File: config.mk
export PLATFORM = sky130hd
export DESIGN_NAME = rob
export DESIGN_NICKNAME = d
export VERILOG_FILES = /design/src/rtl/rob_pkg.sv /design/src/rtl/rob.sv
export SDC_FILE = /design/constraint.sdc
export NUM_CORES = 1
export LEC_CHECK = 0
export CAP_MARGIN = 40
export CORE_AREA = 4 4 232 234
export CTS_CLUSTER_DIAMETER = 60
export DETAILED_ROUTE_END_ITERATION = 10
export DIE_AREA = 0 0 236 238
export PLACE_DENSITY = 0.6
export SYNTH_ARGS = -nofsm -noshare
export SYNTH_HDL_FRONTEND = slang
export SYNTH_SLANG_ARGS = --single-unit
File: constraint.sdc
create_clock -name clock -period 3 [get_ports clock]
set_input_delay 0.6 -clock clock [delete_from_list [all_inputs] [get_ports clock]]
set_output_delay 0.6 -clock clock [all_outputs]
set_load 0.01 [all_outputs]
File: src/rtl/rob_pkg.sv
// Shared ROB types and sizing: entry record plus the packets exchanged with
// dispatch, the CDB, the map table, the RS and the architectural regfile.
// Tag 0 means "no tag", so entry i always carries tag i+1.
package rob_pkg;

    localparam int ROB_SZ    = 8;
    localparam int ROB_TAG_W = $clog2(ROB_SZ + 1);
    localparam int ROB_PTR_W = $clog2(ROB_SZ);
    localparam int ROB_CNT_W = $clog2(ROB_SZ + 1);
    localparam int REG_IDX_W = 5;
    localparam int XLEN      = 32;

    typedef struct packed {
        logic                 has_dest;
        logic [REG_IDX_W-1:0] dest_reg_idx;
    } DP_PACKET;

    typedef struct packed {
        logic [ROB_TAG_W-1:0] rob_tag;
        logic [XLEN-1:0]      value;
    } CDB_PACKET;

    typedef struct packed {
        logic [ROB_TAG_W-1:0] rob_tag;
        logic                 t_plus;
    } MAP_PACKET;

    typedef struct packed {
        MAP_PACKET map_packet_a;
        MAP_PACKET map_packet_b;
    } MAP_ROB_PACKET;

    typedef struct packed {
        logic [ROB_TAG_W-1:0] rob_tag;
        logic                 busy;
        logic                 complete;
        logic                 has_dest;
        logic [REG_IDX_W-1:0] dest_reg_idx;
        logic [XLEN-1:0]      value;
    } ROB_ENTRY;

    typedef struct packed {
        logic     retire_valid;
        ROB_ENTRY rob_head;
        ROB_ENTRY rob_new_tail;
    } ROB_MAP_PACKET;

    typedef struct packed {
        logic                 valid;
        logic                 has_dest;
        logic [REG_IDX_W-1:0] dest_reg_idx;
        logic [XLEN-1:0]      value;
    } ROB_RETIRE_PACKET;

    typedef struct packed {
        logic [XLEN-1:0] value_a;
        logic [XLEN-1:0] value_b;
        logic            ready_a;
        logic            ready_b;
    } ROB_RS_PACKET;

    // A tag names a real entry only when it is in 1..ROB_SZ.
    function automatic logic tag_in_range(input logic [ROB_TAG_W-1:0] tag);
        return (tag != '0) && (tag <= ROB_TAG_W'(ROB_SZ));
    endfunction

    function automatic logic [ROB_PTR_W-1:0] tag_to_idx(input logic [ROB_TAG_W-1:0] tag);
        return ROB_PTR_W'(tag - ROB_TAG_W'(1));
    endfunction

endpackage

File: src/rtl/rob.sv
// Reorder buffer: circular queue of in-flight instructions, in-order retire (max 1/cycle).
// Latency: dispatch@N -> busy@N+1; CDB@M -> complete@M+1 -> retire_valid@M+1 at head -> head moves @M+2.
// Backpressure: rob_full from registered count; dispatch_valid while full is dropped (RS must gate it).
// Ports: clock/reset (sync, active-high); dispatch_valid+dp_packet in; cdb_packet in;
//        map_rob_packet in (operand tags, only read with forwarding); rob_map_packet, rob_full,
//        rob_retire_packet, rob_rs_packet, rob_dbg out.
// Optional feature macro: ROB_VALUE_FWD_EN (combinational operand value forwarding to the RS).
module rob
    import rob_pkg::*;
(
    input  logic                   clock,
    input  logic                   reset,
    input  logic                   dispatch_valid,
    input  DP_PACKET               dp_packet,
    input  CDB_PACKET              cdb_packet,
    input  MAP_ROB_PACKET          map_rob_packet,
    output ROB_MAP_PACKET          rob_map_packet,
    output logic                   rob_full,
    output ROB_RETIRE_PACKET       rob_retire_packet,
    output ROB_RS_PACKET           rob_rs_packet,
    output ROB_ENTRY [ROB_SZ-1:0]  rob_dbg
);

    logic [ROB_PTR_W-1:0]  r_head;
    logic [ROB_PTR_W-1:0]  r_tail;
    logic [ROB_CNT_W-1:0]  r_count;
    ROB_ENTRY [ROB_SZ-1:0] r_entry;

    logic [ROB_PTR_W-1:0]  w_head_nxt;
    logic [ROB_PTR_W-1:0]  w_tail_nxt;
    logic [ROB_CNT_W-1:0]  w_count_nxt;
    ROB_ENTRY [ROB_SZ-1:0] w_entry_nxt;

    logic                  w_full;
    logic                  w_accept;
    logic                  w_retire;
    logic                  w_cdb_hit;
    logic [ROB_PTR_W-1:0]  w_cdb_idx;
    ROB_ENTRY              w_head_entry;
    ROB_ENTRY              w_new_tail;

    assign w_full       = (r_count == ROB_CNT_W'(ROB_SZ));
    assign w_accept     = dispatch_valid && !w_full;
    assign w_head_entry = r_entry[r_head];
    assign w_retire     = (r_count != '0) && w_head_entry.complete;
    assign w_cdb_idx    = tag_to_idx(cdb_packet.rob_tag);
    // Only busy entries accept a broadcast; stale or idle tags fall through.
    assign w_cdb_hit    = tag_in_range(cdb_packet.rob_tag) && r_entry[w_cdb_idx].busy;

    // Order matters: the retire clear is applied after the CDB write so an entry
    // leaving this cycle ends up free, and the dispatch write lands last (it can
    // never target the head while count is nonzero, nor a busy slot).
    always_comb begin
        w_entry_nxt = r_entry;
        if (w_cdb_hit) begin
            w_entry_nxt[w_cdb_idx].complete = 1'b1;
            w_entry_nxt[w_cdb_idx].value    = cdb_packet.value;
        end
        if (w_retire) begin
            w_entry_nxt[r_head].busy     = 1'b0;
            w_entry_nxt[r_head].complete = 1'b0;
        end
        if (w_accept) begin
            w_entry_nxt[r_tail].busy         = 1'b1;
            w_entry_nxt[r_tail].complete     = 1'b0;
            w_entry_nxt[r_tail].has_dest     = dp_packet.has_dest;
            w_entry_nxt[r_tail].dest_reg_idx = dp_packet.dest_reg_idx;
            w_entry_nxt[r_tail].value        = '0;
        end
    end

    // Pointers wrap for free because ROB_SZ is a power of two.
    always_comb begin
        w_head_nxt  = r_head + ROB_PTR_W'(w_retire);
        w_tail_nxt  = r_tail + ROB_PTR_W'(w_accept);
        w_count_nxt = r_count + ROB_CNT_W'(w_accept) - ROB_CNT_W'(w_retire);
    end

    always_ff @(posedge clock) begin
        if (reset) begin
            r_head  <= '0;
            r_tail  <= '0;
            r_count <= '0;
            for (int i = 0; i < ROB_SZ; i++) begin
                r_entry[i]         <= '0;
                r_entry[i].rob_tag <= ROB_TAG_W'(i + 1);
            end
        end else begin
            r_head  <= w_head_nxt;
            r_tail  <= w_tail_nxt;
            r_count <= w_count_nxt;
            r_entry <= w_entry_nxt;
        end
    end

    always_comb begin
        w_new_tail         = r_entry[r_tail];
        w_new_tail.rob_tag = ROB_TAG_W'(r_tail) + ROB_TAG_W'(1);
    end

    assign rob_full                    = w_full;
    assign rob_map_packet.retire_valid = w_retire;
    assign rob_map_packet.rob_head     = w_head_entry;
    assign rob_map_packet.rob_new_tail = w_new_tail;

    assign rob_retire_packet.valid        = w_retire;
    assign rob_retire_packet.has_dest     = w_head_entry.has_dest;
    assign rob_retire_packet.dest_reg_idx = w_head_entry.dest_reg_idx;
    assign rob_retire_packet.value        = w_head_entry.value;

    assign rob_dbg = r_entry;

`ifdef ROB_VALUE_FWD_EN
    // Operand values already written back (t_plus) are read straight from the
    // entry array; a result arriving on the CDB this cycle is not bypassed.
    always_comb begin
        rob_rs_packet = '0;
        if (tag_in_range(map_rob_packet.map_packet_a.rob_tag) && map_rob_packet.map_packet_a.t_plus) begin
            rob_rs_packet.value_a = r_entry[tag_to_idx(map_rob_packet.map_packet_a.rob_tag)].value;
            rob_rs_packet.ready_a = 1'b1;
        end
        if (tag_in_range(map_rob_packet.map_packet_b.rob_tag) && map_rob_packet.map_packet_b.t_plus) begin
            rob_rs_packet.value_b = r_entry[tag_to_idx(map_rob_packet.map_packet_b.rob_tag)].value;
            rob_rs_packet.ready_b = 1'b1;
        end
    end
`else
    assign rob_rs_packet = '0;
    // Map table operand tags have no consumer without forwarding.
    logic w_unused_map;
    assign w_unused_map = ^map_rob_packet;
`endif

endmodule

==> metrics.csv, run 1 <==
stage,metric,value,unit
outcome,status,finished clean,
die,chip footprint,0.0562,mm^2
cts,CTS Hold Bufs,0,
critical_path,Crit-path slowest cell,dfxtp_4,
power,fraction of power consumed by sequential logic,0.367,
routing,Antenna Violating Nets Remaining,0,
run,max_cap viols,0,
routing,mean routed wirelength per cell,29.7,um
timing,Slew Limit Headroom,0.577,
cts,"Clk pin slew, worst setup/hold paths",0.06,ns
synthesis,number of enable flip-flop cells,0,
die,I/O Pins,602,
critical_path,worst path required time,2.40,ns
routing,DRT iter0 DRCs,1809,
cells_and_area,final non-filler cell total,3244,
cells_and_area,layout cells sized above 1,0.242,
cells_and_area,n_diodes,0,
global_route,pin count of the biggest net entering global routing,60,
cts,CTS Buf Count,41,
synthesis,Yosys warnings,0,
cells_and_area,most instantiated logic cells after routing,"369 x clkdlybuf4s50_1, 324 x dfxtp_1, 302 x nor2_1, 297 x mux2i_1, 171 x buf_4",
cells_and_area,Area Growth Syn to Fin,51.4,%
cells_and_area,Final nets,2596,
run,tool warnings,42,
critical_path,crit-path max cell delay,0.37,ns
synthesis,Synth flops,330,
timing,"Setup violations, final",0,
die,FP Util,0.345,
timing,"Slew Viols, Final",0,
timing,final setup TNS,0,ns
synthesis,YS chip area,0.0180,mm^2
synthesis,Mean Syn Cell Area,9.28,um^2
global_route,vias in the first global route,18035,
routing,drt drc,0,
critical_path,Setup CP Type,reg2out,
cts,clk root buf,clkbuf_16,
cts,Insertion Delay late pin,0.57,ns
place,Placed Cells,3057,
timing,FMAX,0.336,GHz
power,PwrDens,454,mW/mm^2
synthesis,Synth Seq Share,0.368,
power,switching pwr,3.67,mW
critical_path,crit path DAT,2.38,ns
place,DPL Wire Length,65600,um
critical_path,R2R depth,15,
synthesis,"top cells, area","dfxtp_1 37%, mux2i_1 17%, nor2_1 6.4%",
cells_and_area,most common logic cell in the routed design,clkdlybuf4s50_1,
synthesis,cell total in the yosys stat output,1935,
critical_path,WP buf/inv,3,
place,gpl congestion,0.917,
cts,clk sinks,330,
power,Clock power frac,0.430,
cells_and_area,post-layout util,0.522,
critical_path,critical path depth,7,
synthesis,Mapped Cells,1935,
timing,Worst Skew,0.0125,ns
routing,drt pass-1 iters,6,
critical_path,"Critical Path, Cell by Cell",buf_12 > nor3b_4 > buf_12 > a22o_1 > a221oi_1 > o21ai_1 > dlygate4sd2_1,
cts,clk buf depth,3,
timing,final hold viol count,0,
timing,min Tclk post-route,2.98,ns
critical_path,Top delay family on crit path,AND-OR/OR-AND gates,
synthesis,"Async S/R FF share, synth",0,
die,die height,238,um
power,Design Power,12.3,mW
synthesis,Post-synth top flop,dfxtp_1,
global_route,first-pass GRT wire length,134000,um
global_route,initial antenna violation count,1,
cts,CTS tree,done,
timing,cycle use final,0.992,
critical_path,"most used cell, CP",buf_12,
global_route,All-Layer GR Usage,0.322,
hold_path,hold depth,2,
global_route,grt total ovfl,0,
hold_path,Worst Hold Class,in2reg,
critical_path,Worst Path Max Fanout,15,
synthesis,distinct lib cells,64,
timing,Worst-Margin Slew,0.634,ns
timing,setup repair after global routing missed its margin,true,
synthesis,Top-area cell share,0.368,
routing,vias after detailed routing,18519,
critical_path,CP startpoint kind,flip-flop,
power,P_leak,10.6,nW
die,Die X,236,um
cts,H-Tree Depth,2,
critical_path,CP Capture Type,output port,
routing,vias per cell,5.71,
power,Peak VDD IR,0.321,mV
die,Core Rows,84,
die,area of the core,0.0520,mm^2
synthesis,Syn Std Cell Area,0.0180,mm^2
power,Sw Share,0.298,
synthesis,Synth area leader,dfxtp_1,
place,I/O Buffers,493,
power,Logic pwr share,0.203,
power,Pint,8.65,mW
-- run 1: cells by family after synthesis --
logic type | synth area share
buffers and inverters | 0.113
adder cells (fa/ha/maj) | 0.0123
AND/OR/NAND/NOR | 0.124
AND-OR/OR-AND | 0.144
XOR/XNOR | 0.00293
flip-flops | 0.368
multiplexers | 0.236
other | 0.000418
-- run 1: flip-flops by register name, indices dropped and copies added, names as in the netlist --
signal   cells
r_tail       3
rob_dbg    320
r_head       3
r_count      4
-- run 1: path summary, 6_finish.rpt --
kind / startpoint / to / slack [ns]
worst max-delay path: r_tail[0]$_SDFF_PP0_ / rob_map_packet[3] / 0.02
worst min-delay path: reset / r_tail[2]$_SDFF_PP0_ / 0.41
worst max register to register: r_head[1]$_SDFF_PP0_ / r_count[2]$_SDFF_PP0_ / 0.08
worst min register to register: rob_dbg[327]$_SDFF_PP0_ / rob_dbg[327]$_SDFF_PP0_ / 0.50
-- run 1: layout make-up --
type,count,area [um^2]
multi-input cells,1358,10300
clock buffers,56,1260
repair buffers,770,7820
clock inverters,19,191
well taps,688,861
fillers,4710,24800
inverters,23,95.1
flip-flops and latches,330,6630
-- run 1: Yosys cell counts (6+ instances only) --
master     count
a22oi_1       91
clkbuf_2      30
o21bai_1       6
nand3_1       26
a21oi_1       47
mux2i_1      297
buf_8          6
buf_1          8
ha_1          16
a31oi_1        6
o21ai_0       34
nor2_1       308
a311oi_1       6
inv_1         20
mux2_2        54
mux4_2        29
nand3_2        7
buf_4        143
o2bb2ai_1     10
nor3_2         7
a22o_1         8
dfxtp_1      330
a221oi_1      81
nand2_1      113
o221ai_1       8
nor3b_1        6
o22ai_1        8
clkbuf_1      60
buf_2         72
and3_1         7
nor2b_1       16
-- run 1: repair_timing --
item,4_1_cts,5_1_grt
gates cloned,5,0
endpoints found under the setup margin,126,75
buffers inserted,91,23
gates resized,360,118
pin swaps,27,40
-- run 1: stage by stage --
step | hold slack [ns] | instance area, um^2 | worst slack, ns
global route | 0.393 | 27200 | -0.0640
detailed placement | 0.483 | 24100 | -0.114
CTS | 0.373 | 26700 | -0.142
finish | 0.411 | 27200 | 0.0239
global placement | 0.481 | 24100 | -0.0769
floorplan | 0.498 | 18300 | 0.259
-- run 1: power groups by stage --
stage / logic [mW] / registers, mW / clock network (mW)
2_1_floorplan: 1.11 / 4.61 / 0
3_3_place_gp: 2.16 / 4.68 / 0
3_5_place_dp: 2.18 / 4.68 / 0
4_1_cts: 2.39 / 4.52 / 5.36
5_1_grt: 2.57 / 4.53 / 5.53
6_report: 2.50 / 4.53 / 5.30
-- run 1: worst register-to-register path, delay by kind of cell, from the launching register on --
family | cells | cell delay [ns]
AND-OR/OR-AND | 2 | 0.34
XOR/XNOR | 1 | 0.14
adder cells (fa/ha/maj) | 3 | 0.86
buffers and inverters | 6 | 0.65
flip-flops | 1 | 0.38
AND/OR/NAND/NOR | 3 | 0.40
-- run 1: routing by layer --
layer	GRT usage	vias up	share of wire
met4	0.131	2	0.044
met3	0.0876	265	0.099
met5	0	-	0.00014
li1	-	7921	-
met2	0.526	1235	0.46
met1	0.405	9096	0.39
Fig. 1: run 1, signal wires on met1
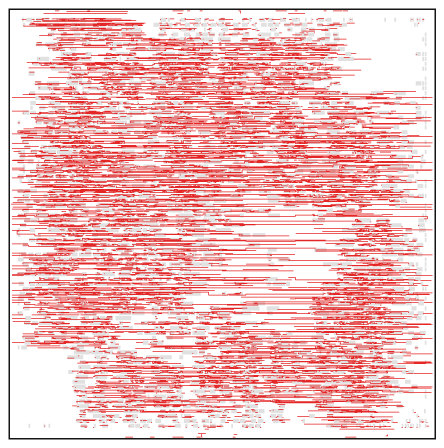
share of all routed wire: 39%
longest straight run: 76.8 um
nets with wire on the layer: 2305
main direction: horizontal
total wire length: 96200 um
met1 GRT Util: 0.405

Fig. 2: run 1, signal wires on met2
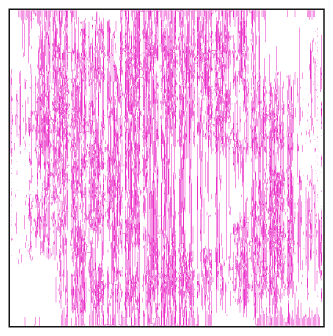
wire length on this layer: 44.7 mm
main direction: vertical

Fig. 3: run 1, metal 3
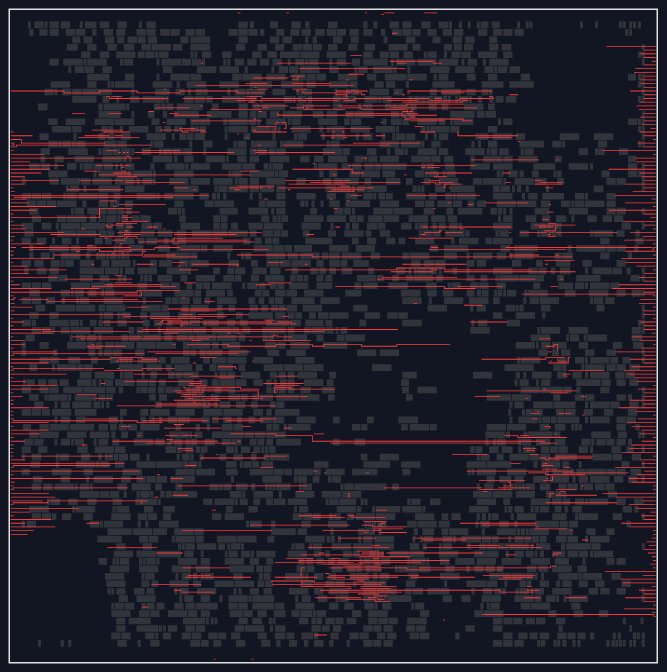
share of all routed wire: 9.9%
wire length on this layer: 9540 um
nets with wire on the layer: 525

Fig. 4: run 1, track usage over the die
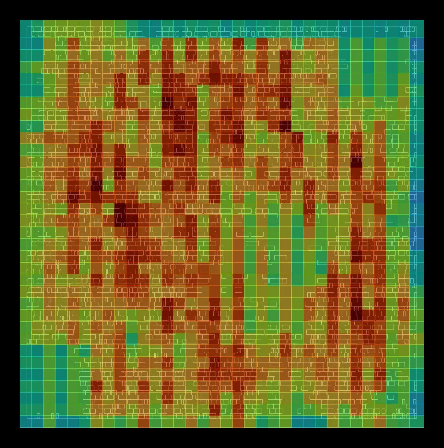

==> run 2: changes to the inputs <==
--- a/config.mk
+++ b/config.mk
@@ -6,11 +6,11 @@
 export NUM_CORES = 1
 export LEC_CHECK = 0
 export CAP_MARGIN = 40
-export CORE_AREA = 4 4 232 234
+export CORE_AREA = 2 2 237 239
 export CTS_CLUSTER_DIAMETER = 60
 export DETAILED_ROUTE_END_ITERATION = 10
-export DIE_AREA = 0 0 236 238
-export PLACE_DENSITY = 0.6
+export DIE_AREA = 0 0 239 241
+export PLACE_DENSITY = 0.56
 export SYNTH_ARGS = -nofsm -noshare
 export SYNTH_HDL_FRONTEND = slang
 export SYNTH_SLANG_ARGS = --single-unit
Fig. 5: run 2, track usage over the die
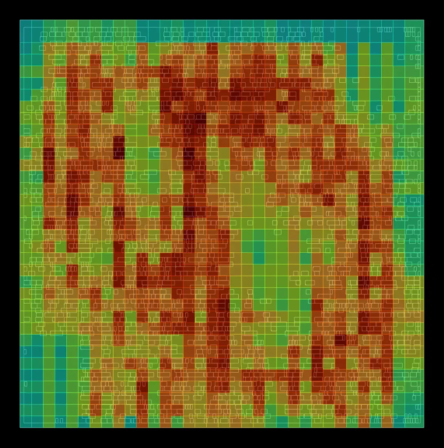
GR Util met2: 0.526
mean routed wirelength per cell: 30.1 um
All-Layer GR Usage: 0.326
global routing's busiest layer: met2
post-layout util: 0.492

Fig. 6: run 2, signal wires on met1
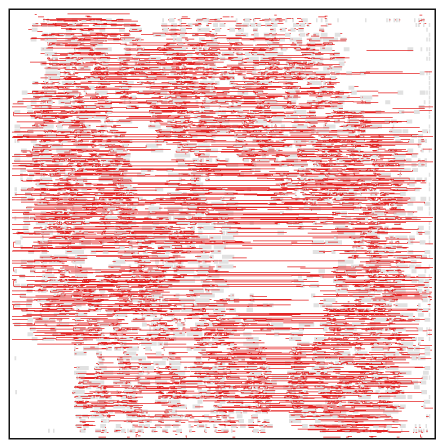
share of all routed wire: 39%
longest straight run: 78.2 um
main direction: horizontal
wire length on this layer: 38.3 mm
nets with wire on the layer: 2278

Fig. 7: run 2, signal wires on met2
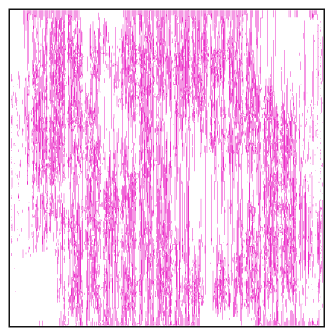
longest straight run: 113 um
nets with wire on the layer: 2271
wire length on this layer: 44.6 mm
share of all routed wire: 46%
main direction: vertical
vias after detailed routing: 18625
total wire length: 97900 um

==> run 2 against run 1 <==
  * Global-route usage rose by 0.36 points
  * Area after synthesis did not move
  * Non-clock buffer count fell by 12
  * Critical endpoint is now rob_map_packet[48]
  * Sequential share of layout area rose by 0.18 points
  * Wire length rose by 1.8%
  * Die area rose by 2.5%
  * Design area fell by 0.73%
  * Clock-buffer cell count rose by 2
  * Combinational power rose by 3%
  * Highest routed layer unchanged
  * Power rose by 0.33%
  * Worst setup slack got worse by 0.0030 ns
  * Critical path depth rose by 1
==> metrics.csv, run 2 <==
stage,metric,value,unit,change
hold_path,hold_sp,reset,,
power,switching pwr,3.75,mW,+2.1%
power,Pint,8.61,mW,-0.42%
critical_path,crit path DAT,2.38,ns,about the same
die,I/O Pins,602,,unchanged
run,max_cap viols,0,,unchanged
timing,Setup WS post-layout,0.0209,ns,-0.00297 ns
cts,clk sinks,330,,unchanged
synthesis,cell total in the yosys stat output,1935,,unchanged
critical_path,Reg2Reg Launch Point,r_head[0]$_SDFF_PP0_,,
timing,Worst Skew,0.0237,ns,+0.0112 ns
critical_path,CP startpoint kind,flip-flop,,
cts,CTS Hold Bufs,0,,unchanged
power,Clock power frac,0.426,,-0.004
synthesis,Top-area cell share,0.368,,unchanged
synthesis,Synth area leader,dfxtp_1,,
synthesis,Post-synth top cells,"330 x dfxtp_1, 308 x nor2_1, 297 x mux2i_1",,
global_route,pin count of the biggest net entering global routing,36,,-40%
synthesis,Mean Syn Cell Area,9.28,um^2,unchanged
cts,Insertion Delay late pin,0.58,ns,about the same
synthesis,YS chip area,0.0180,mm^2,unchanged
cells_and_area,max reg flops,320,,unchanged
power,Logic pwr share,0.207,,+0.004
power,fraction of power consumed by sequential logic,0.366,,about the same
hold_path,Worst Hold Class,in2reg,,
cts,clk root buf,clkbuf_16,,
synthesis,distinct lib cells,64,,unchanged
place,DPL Wire Length,66500,um,+1.4%
power,Sw Share,0.303,,+0.00522
die,die height,241,um,+1.3%
synthesis,Synth flops,330,,unchanged
timing,final setup TNS,0,ns,unchanged
synthesis,"top cells, area","dfxtp_1 37%, mux2i_1 17%, nor2_1 6.4%",,
die,FP Util,0.327,,-0.0179
critical_path,R2R depth,12,,-3
critical_path,CP Capture Type,output port,,
run,tool warnings,42,,unchanged
place,Setup Slack @ Placement,-0.0692,ns,+0.0448 ns
routing,drt drc,0,,unchanged
cts,CTS Buf Count,43,,+4.9%
cells_and_area,layout cells sized above 1,0.238,,-0.00425
cells_and_area,most common logic cell in the routed design,clkdlybuf4s50_1,,
cells_and_area,Final nets,2586,,-0.39%
routing,Antenna Violating Nets Remaining,0,,unchanged
hold_path,worst hold endpoint,r_count[1]$_SDFF_PP0_,,
cells_and_area,Area Growth Syn to Fin,50.3,%,
timing,min Tclk post-route,2.98,ns,+0.00297 ns
synthesis,Syn Std Cell Area,0.0180,mm^2,unchanged
power,P_leak,10.6,nW,-0.41%
critical_path,Worst Path Max Fanout,7,,-8
synthesis,"Async S/R FF share, synth",0,,unchanged
synthesis,Synth Seq Share,0.368,,unchanged
synthesis,most common cell in the netlist,dfxtp_1,,
cts,H-Tree Depth,2,,unchanged
timing,final hold viol count,0,,unchanged
cts,CTS tree,done,,
cells_and_area,most instantiated logic cells after routing,"368 x clkdlybuf4s50_1, 324 x dfxtp_1, 302 x nor2_1, 296 x mux2i_1, 165 x buf_4",,
critical_path,worst r2r dst,r_count[2]$_SDFF_PP0_,,
power,Peak VDD IR,0.354,mV,+10%
timing,FMAX,0.336,GHz,about the same
critical_path,"setup slack, reg-to-reg",0.29,ns,+0.21 ns
outcome,status,finished clean,,
power,Design Power,12.4,mW,+0.33%
synthesis,Yosys warnings,0,,unchanged
die,Core Rows,86,,+2.4%
timing,"Slew Viols, Final",0,,unchanged
die,Die X,239,um,+1.3%
timing,setup repair after global routing missed its margin,true,,
timing,cycle use final,0.993,,about the same
cts,"Clk pin slew, worst setup/hold paths",0.06,ns,about the same
timing,"Setup violations, final",0,,unchanged
synthesis,Mapped Cells,1935,,unchanged
synthesis,number of enable flip-flop cells,0,,unchanged
critical_path,Setup CP Type,reg2out,,
global_route,first-pass GRT wire length,134000,um,+0.21%
global_route,initial antenna violation count,2,,+1
critical_path,worst path required time,2.40,ns,about the same
hold_path,hold depth,2,,unchanged
die,area of the core,0.0549,mm^2,+5.5%
power,PwrDens,458,mW/mm^2,+1.1%
timing,Worst-Margin Slew,0.577,ns,-0.0566 ns
place,I/O Buffers,493,,unchanged
routing,vias per cell,5.73,,+0.32%
routing,drt pass-1 iters,5,,-1
routing,DRT iter0 DRCs,1947,,+7.6%
## run 2: cell counts after synthesis
No cell type changed its count.
## run 2: repair_timing
| item | 4_1_cts | 5_1_grt |
|---|---|---|
| hold endpoints to repair | 0 | 0 |
| pin swaps | 28 | 24 |
| setup buffers | 78 | 18 |
| gates resized | 402 | 104 |
| cloned | 7 | 2 |
| endpoints found under the setup margin | 124 | 91 |
## run 2: worst max path at each step
| stage | startpoint | to | slack [ns] |
|---|---|---|---|
| global route | r_head[1]$_SDFF_PP0_ | rob_map_packet[48] | -0.03 |
| global placement | r_head[1]$_SDFF_PP0_ | rob_map_packet[48] | -0.05 |
| floorplan | r_head[0]$_SDFF_PP0_ | r_count[2]$_SDFF_PP0_ | 0.26 |
| finish | r_head[1]$_SDFF_PP0_ | rob_map_packet[48] | 0.02 |
| detailed placement | cdb_packet[32] | rob_dbg[281]$_SDFF_PP0_ | -0.07 |
| CTS | r_head[1]$_SDFF_PP0_ | rob_retire_packet[9] | -0.16 |
## run 2: power groups by stage
stage / combinational (mW) / sequential [mW] / clock (mW)
global route: 2.64 / 4.54 / 5.49
finish: 2.57 / 4.53 / 5.27
global placement: 2.14 / 4.66 / 0
CTS: 2.46 / 4.53 / 5.30
detailed placement: 2.16 / 4.67 / 0
floorplan: 1.11 / 4.61 / 0
## run 2: final cells by class
| class | instances | area [um^2] |
|---|---|---|
| inverters | 23 | 118 |
| repair buffers | 758 | 7680 |
| flip-flops and latches | 330 | 6630 |
| fillers | 5170 | 27900 |
| clock buffers | 58 | 1240 |
| multi-input cells | 1358 | 10200 |
| clock inverters | 20 | 191 |
| diodes | 1 | 2.50 |
| well taps | 704 | 881 |
## run 2: logic make-up (layout without fill, tap and decap cells)
group | Yosys count | count (layout) | synth area share
compound gates | 344 | 344 | 0.144
flops | 330 | 330 | 0.368
simple gates | 513 | 513 | 0.124
mux | 380 | 380 | 0.236
fa+ha+maj | 17 | 17 | 0.0123
buf+inv | 343 | 859 | 0.113
xor+xnor | 6 | 6 | 0.00293
other cells | 2 | 99 | 0.000418
## run 2: worst max-delay path: stages (launching register included)
cell     delay [ns]
dfxtp_4        0.46
buf_12         0.15
buf_8          0.11
buf_4          0.11
mux2_4         0.29
a22oi_2        0.11
a21oi_1        0.08
a221o_1        0.32
buf_2          0.16
## run 2: layer usage
| layer | GRT usage | routed length, um |
|---|---|---|
| met1 | 0.403 | 38300 |
| met2 | 0.526 | 44600 |
| met3 | 0.0859 | 9480 |
| met4 | 0.159 | 5460 |
| met5 | 0 | 13 |
## run 2: per-stage QoR
stage	hold slack, ns	cell area, um^2
detailed placement	0.480	24000
finish	0.380	27000
global placement	0.474	24000
CTS	0.367	26600
floorplan	0.498	18300
global route	0.404	27000
Power and IR drop assume default switching activity.
